`config.mk`:
```
export PLATFORM = sky130hd
export DESIGN_NAME = vector_lsu
export DESIGN_NICKNAME = d
export VERILOG_FILES = /design/src/rtl/vec_lsu_pkg.sv /design/src/rtl/vector_lsu.sv
export SDC_FILE = /design/constraint.sdc
export NUM_CORES = 1
export LEC_CHECK = 0
export ABC_AREA = 1
export CAP_MARGIN = 25
export CORE_ASPECT_RATIO = 0.8
export CORE_MARGIN = 3
export CORE_UTILIZATION = 44
export DETAILED_ROUTE_END_ITERATION = 8
export HOLD_SLACK_MARGIN = 0.03
export PLACE_DENSITY = 0.79
export SETUP_SLACK_MARGIN = 0.5
export SYNTH_ARGS = -nofsm -noshare
export SYNTH_HDL_FRONTEND = slang
export SYNTH_SLANG_ARGS = --single-unit
```
`constraint.sdc`:
```
create_clock -name clk -period 12.95 [get_ports clk]
set_input_delay 2.59 -clock clk [delete_from_list [all_inputs] [get_ports clk]]
set_output_delay 2.59 -clock clk [all_outputs]
set_load 0.02 [all_outputs]
```
`src/rtl/vec_lsu_pkg.sv`:
```
// Shared definitions for the vector load/store unit.
// Holds the vector geometry (VLEN lanes of ELEM_W bits, ELEM_BYTES per element),
// the controller state enum and a helper that forms per-element byte addresses.
package vec_lsu_pkg;

  localparam int VLEN       = 4;
  localparam int ELEM_W     = 32;
  localparam int ELEM_BYTES = 4;
  localparam int IDX_W      = $clog2(VLEN);

  localparam logic [IDX_W-1:0] IDX_LAST = IDX_W'(VLEN - 1);

  typedef logic [ELEM_W-1:0] elem_t;

  typedef enum logic [2:0] {
    ST_IDLE,
    ST_REQ,
    ST_WAIT,
    ST_WB,
    ST_DONE
  } lsu_state_e;

  // Byte address of element idx; 32-bit arithmetic wraps naturally past 2^32.
  function automatic logic [31:0] elem_addr(input logic [31:0] base,
                                            input logic [IDX_W-1:0] idx);
    return base + (32'(idx) * 32'(ELEM_BYTES));
  endfunction

endpackage

```
`src/rtl/vector_lsu.sv`:
```
// Vector load/store unit: moves one VLEN-element vector between a vector
// register bank and a single-port request/grant memory, one element at a time.
//
// Ports
//   clk, rst                  clock, synchronous active-high reset
//   start, is_store           launch request (sampled in IDLE) and direction
//   base_addr, vreg           byte address of element 0, vector register number
//   vs_sel / vin1..vin4       bank read select and the four returned lanes
//   mem_req/we/addr/wdata     memory request channel (held until mem_gnt)
//   mem_gnt, mem_rvalid/rdata grant and read-data return
//   vw_en, vw_vd, vw1..vw4    bank full-vector write port (loads only)
//   busy, done                not idle; one-cycle completion pulse
module vector_lsu
  import vec_lsu_pkg::*;
(
  input  logic              clk,
  input  logic              rst,
  input  logic              start,
  input  logic              is_store,
  input  logic [31:0]       base_addr,
  input  logic [1:0]        vreg,
  output logic [1:0]        vs_sel,
  input  logic [ELEM_W-1:0] vin1,
  input  logic [ELEM_W-1:0] vin2,
  input  logic [ELEM_W-1:0] vin3,
  input  logic [ELEM_W-1:0] vin4,
  output logic              mem_req,
  output logic              mem_we,
  output logic [31:0]       mem_addr,
  output logic [31:0]       mem_wdata,
  input  logic              mem_gnt,
  input  logic              mem_rvalid,
  input  logic [31:0]       mem_rdata,
  output logic              vw_en,
  output logic [1:0]        vw_vd,
  output logic [ELEM_W-1:0] vw1,
  output logic [ELEM_W-1:0] vw2,
  output logic [ELEM_W-1:0] vw3,
  output logic [ELEM_W-1:0] vw4,
  output logic              busy,
  output logic              done
);

  lsu_state_e       state_q, state_d;
  logic [IDX_W-1:0] idx_q;
  logic             store_q;
  logic [1:0]       vreg_q;
  logic [31:0]      base_q;
  elem_t            lane_q [VLEN];
  // Bank write image: only refreshed when the last load element arrives, so
  // the bank port never exposes a partially filled vector and holds after WB.
  elem_t            vw_q   [VLEN];
  logic [1:0]       vd_q;

  // ---------------------------------------------------------------------------
  // Next-state logic
  // ---------------------------------------------------------------------------
  // NOTE: state_d is defaulted before the case so no path leaves it unassigned;
  // otherwise always_comb would infer a latch.
  always_comb begin
    state_d = state_q;
    unique case (state_q)
      ST_IDLE: if (start) state_d = ST_REQ;
      ST_REQ: begin
        if (mem_gnt) begin
          if (!store_q)              state_d = ST_WAIT;
          else if (idx_q == IDX_LAST) state_d = ST_DONE;
        end
      end
      ST_WAIT: begin
        // rvalid is only meaningful here; elsewhere it is ignored entirely.
        if (mem_rvalid) state_d = (idx_q == IDX_LAST) ? ST_WB : ST_REQ;
      end
      ST_WB:   state_d = ST_DONE;
      ST_DONE: state_d = ST_IDLE;
      default: state_d = ST_IDLE;
    endcase
  end

  // ---------------------------------------------------------------------------
  // Outputs (decoded from registered state, so they are stable for a cycle)
  // ---------------------------------------------------------------------------
  always_comb begin
    vs_sel    = (state_q == ST_IDLE) ? vreg : vreg_q;
    mem_req   = (state_q == ST_REQ);
    mem_we    = mem_req && store_q;
    mem_addr  = mem_req ? elem_addr(base_q, idx_q) : '0;
    mem_wdata = (mem_req && store_q) ? lane_q[idx_q] : '0;
    vw_en     = (state_q == ST_WB);
    vw_vd     = vd_q;
    vw1       = vw_q[0];
    vw2       = vw_q[1];
    vw3       = vw_q[2];
    vw4       = vw_q[3];
    busy      = (state_q != ST_IDLE);
    done      = (state_q == ST_DONE);
  end

  // ---------------------------------------------------------------------------
  // State and datapath registers
  // ---------------------------------------------------------------------------
  // NOTE: every register here uses <= so all updates see the pre-edge values,
  // independent of statement order.
  always_ff @(posedge clk) begin
    if (rst) begin
      state_q <= ST_IDLE;
      idx_q   <= '0;
      store_q <= 1'b0;
      vreg_q  <= '0;
      base_q  <= '0;
      vd_q    <= '0;
      // NOTE: the lane buffer and bank image are reset on purpose: an aborted
      // load must leave nothing behind that a later read could observe.
      for (int i = 0; i < VLEN; i++) begin
        lane_q[i] <= '0;
        vw_q[i]   <= '0;
      end
    end else begin
      state_q <= state_d;
      unique case (state_q)
        ST_IDLE: begin
          if (start) begin
            store_q   <= is_store;
            vreg_q    <= vreg;
            // Elements are word aligned; the low address bits are dropped.
            base_q    <= base_addr & ~32'(ELEM_BYTES - 1);
            idx_q     <= '0;
            lane_q[0] <= vin1;
            lane_q[1] <= vin2;
            lane_q[2] <= vin3;
            lane_q[3] <= vin4;
          end
        end
        ST_REQ: begin
          // Loads advance idx on data return instead, in WAIT.
          if (mem_gnt && store_q && idx_q != IDX_LAST) idx_q <= idx_q + 1'b1;
        end
        ST_WAIT: begin
          if (mem_rvalid) begin
            lane_q[idx_q] <= mem_rdata;
            if (idx_q != IDX_LAST) begin
              idx_q <= idx_q + 1'b1;
            end else begin
              vd_q <= vreg_q;
              for (int i = 0; i < VLEN; i++)
                vw_q[i] <= (i == VLEN - 1) ? mem_rdata : lane_q[i];
            end
          end
        end
        default: ;
      endcase
    end
  end

endmodule

```
**Port wiring**

Drawn at 2 px/µm.
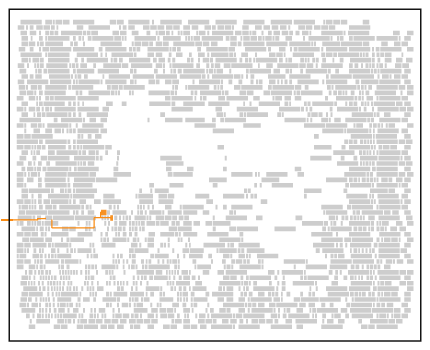
Orange stands for `mem_gnt`, bits 1, direction input, edge left, end cells 2, buffers 1, wire 60.7 µm.
num ports: 401
IO Port Bufs: 396

**Sequential cells colored by netlist name**

Drawn at 3 px/µm. Other sequential cells in the stronger gray, the rest of the logic in the fainter gray.
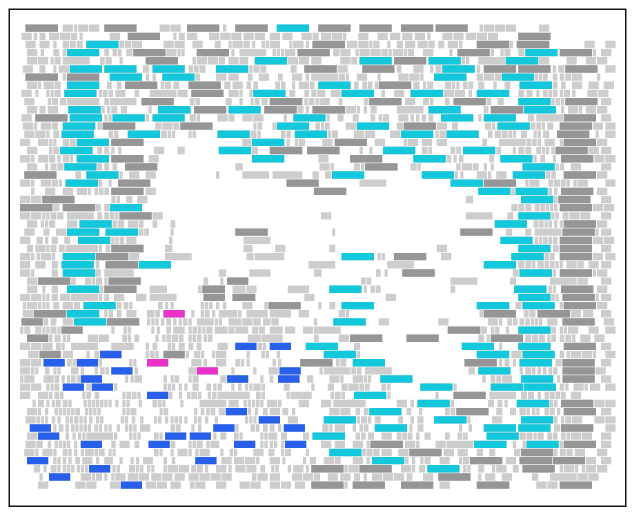
Blue stands for `base_q`, flops 30. Cyan stands for `lane_q`, flops 128, where spread over the die. Magenta stands for `state_q`, flops 3.
Sequential Area: 0.00853 mm²
Seq area share: 44.0%
seq pwr: 1.25 mW
final core utilization: 62.9%

**Metal layers overlaid**

Drawn at 2 px/µm. Two of the layers only.
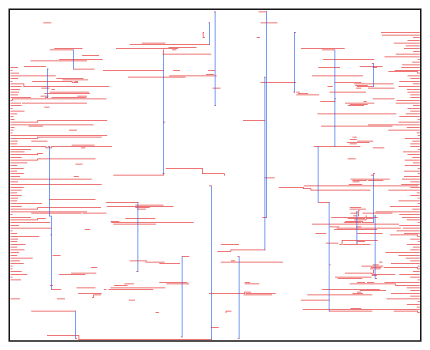
Red stands for met3, wire length 4080 µm. Blue stands for met4, wire length 852 µm.
All-Layer GR Usage: 24.6%
Post-Route WL: 43.5 mm
drt wl/cell: 19.2 µm

==> summary.txt <==
impl run done, here's what came out: layer with the highest usage=met2, Max-area cell class=sequential cells, R2R depth=6, critical path class=reg2out, Crit path required time=10.36 ns, Max rail drop VDD=between 0.1 and 0.15 mV, count of final setup violators=0, outcome=complete, no violations, CTS max path bufs=3, Post-Syn Instances=~1500, Hold-fix buffers, CTS=0, number of cells in Yosys stat=1451, Place WS=6.43 ns, combinational cell power=648 µW, Min Hold Slack=0.474 ns, met2 Use GR=42.0%, Area leader share=55.2%, CP max FO=33, register share of total power=44.6%, Resized Gates After CTS=0, MUX share of area=0%, die height=about 170 µm, drc violations=0, chip area line of the yosys report=0.0139 mm², Least-Margin Pin Slew=0.976 ns, XOR Share, Synth=0.189%, GRT Residual Overflow=0, Setup TNS=0 ns, Slowest cell on crit path=dfxtp_2, inverters=342, maximum number of pins on one net before global-route repair=105, Non-CTS buffers=between 400 and 500, number of max-cap violations=0, clock slew seen by the registers of the worst setup and hold paths=0.07 ns, met2 routed WL=21.3 mm, critical path buffer and inverter count=3, family with the most delay on the worst path=buffers and inverters, diode count=0, combinational power share=23.1%, most numerous cell in the Yosys netlist=inv_1, crit path time final=6.60 ns, switching power=866 µW, Avg Synthesized Cell Area=approximately 9.6 µm², Top area cell types=edfxtp_1 (55%), inv_1 (9.1%), o22ai_1 (6.7%), dfxtp_1 (6.0%), a21oi_1 (3.9%), nets=2030, R2R Setup Slk=10.08 ns, final period utilization=50.9%, Core Util at FP=45.2%, Slew Limit Fails=0, met1 GRT Util=32.1%, clock buffer count=35, LEAKAGE=7.63 nW, clock network fraction of total power=32.2%, Crit path top cell by count=a21oi_1, placed cells=2197, Worst setup EP type=output port, antenna violations before repair=0, Top Layer Used=met4, number of global-route vias before repair=11526, TritonCTS Buffers=31, Hold Fails Final Rpt=0, WHS Endpoint=vw_vd[0], Post-DP Area=~0.018 mm², ANT nets after route=0, DRT Pass-1 Iters=6, first-pass GRT wire length=between 60 and 70 mm, crit path to=mem_wdata[16], synth cell count leaders=inv_1 (337), edfxtp_1 (256), o22ai_1 (150), nor2_1 (142), nand2_1 (121), RSZ-0062 raised after global routing=no, Cell Pwr Density=145 mW/mm², Synth async-reset ratio=0%, Slew headroom=34.9%, M1 WL=17.2 mm, FF-to-FF End=lane_q[2][21], post-detail-place hpwl=29.2 mm, EDFF count, synth=256, Post-Synth Simple-Gate Area=12.0%, CTS Sinks=298, clock root buffer master=clkbuf_16, Int Power=about 1.9 mW
**Placed standard cells**

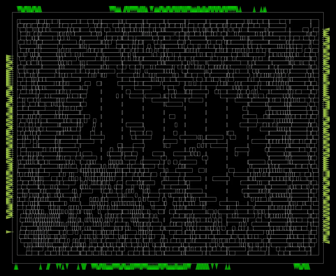
n_taps: 413
flip-flops: 298
fillers: 2499
Layout Cells excl Fill: 2260
Core ar.: 0.0308 mm²

**Signal metal coverage by tile**

Drawn at 2 px/µm. 20 x 17 tiles, from dark blue (low) to red (high), scaled to the fullest tile. Values are wire area over tile area, all layers added.
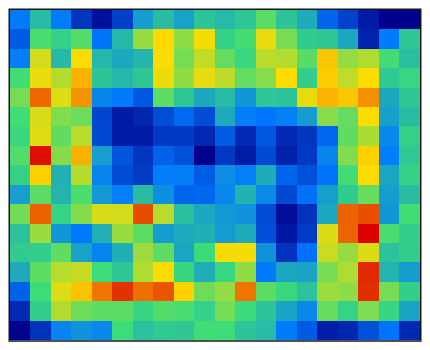
The emptiest ninth of the die: middle. The mean over all tiles is 0.21. The fullest tile reaches 0.48. 1.2% of the tiles are nearly empty. 39% of the tiles are over half the peak.
vias post-DR: 11734

## layout by cell type (no fill, tap or decap), types with 4 or more instances in the layout
cell / count
clkdlybuf4s50_1: 396
inv_1: 336
edfxtp_1: 256
o22ai_1: 150
nor2_1: 142
nand2_1: 117
a21oi_1: 109
o21ai_0: 78
nor2_2: 73
dfxtp_1: 40
clkbuf_16: 31
nand3_1: 24
o21ai_1: 12
buf_4: 9
clkinv_1: 6
ha_1: 6
inv_2: 5
buf_12: 5
nand2_2: 4
clkinv_2: 4
clkbuf_1: 4
bufinv_16: 4
clkinv_4: 4
## state kept, by name (all words and copies together), names as in the netlist, named ones only
name	cells
lane_q	128
vw_q	128
base_q	30
state_q	3
idx_q	2
vreg_q	2
vw_vd	2
store_q	1
Power is estimated from default activity; no workload was simulated.
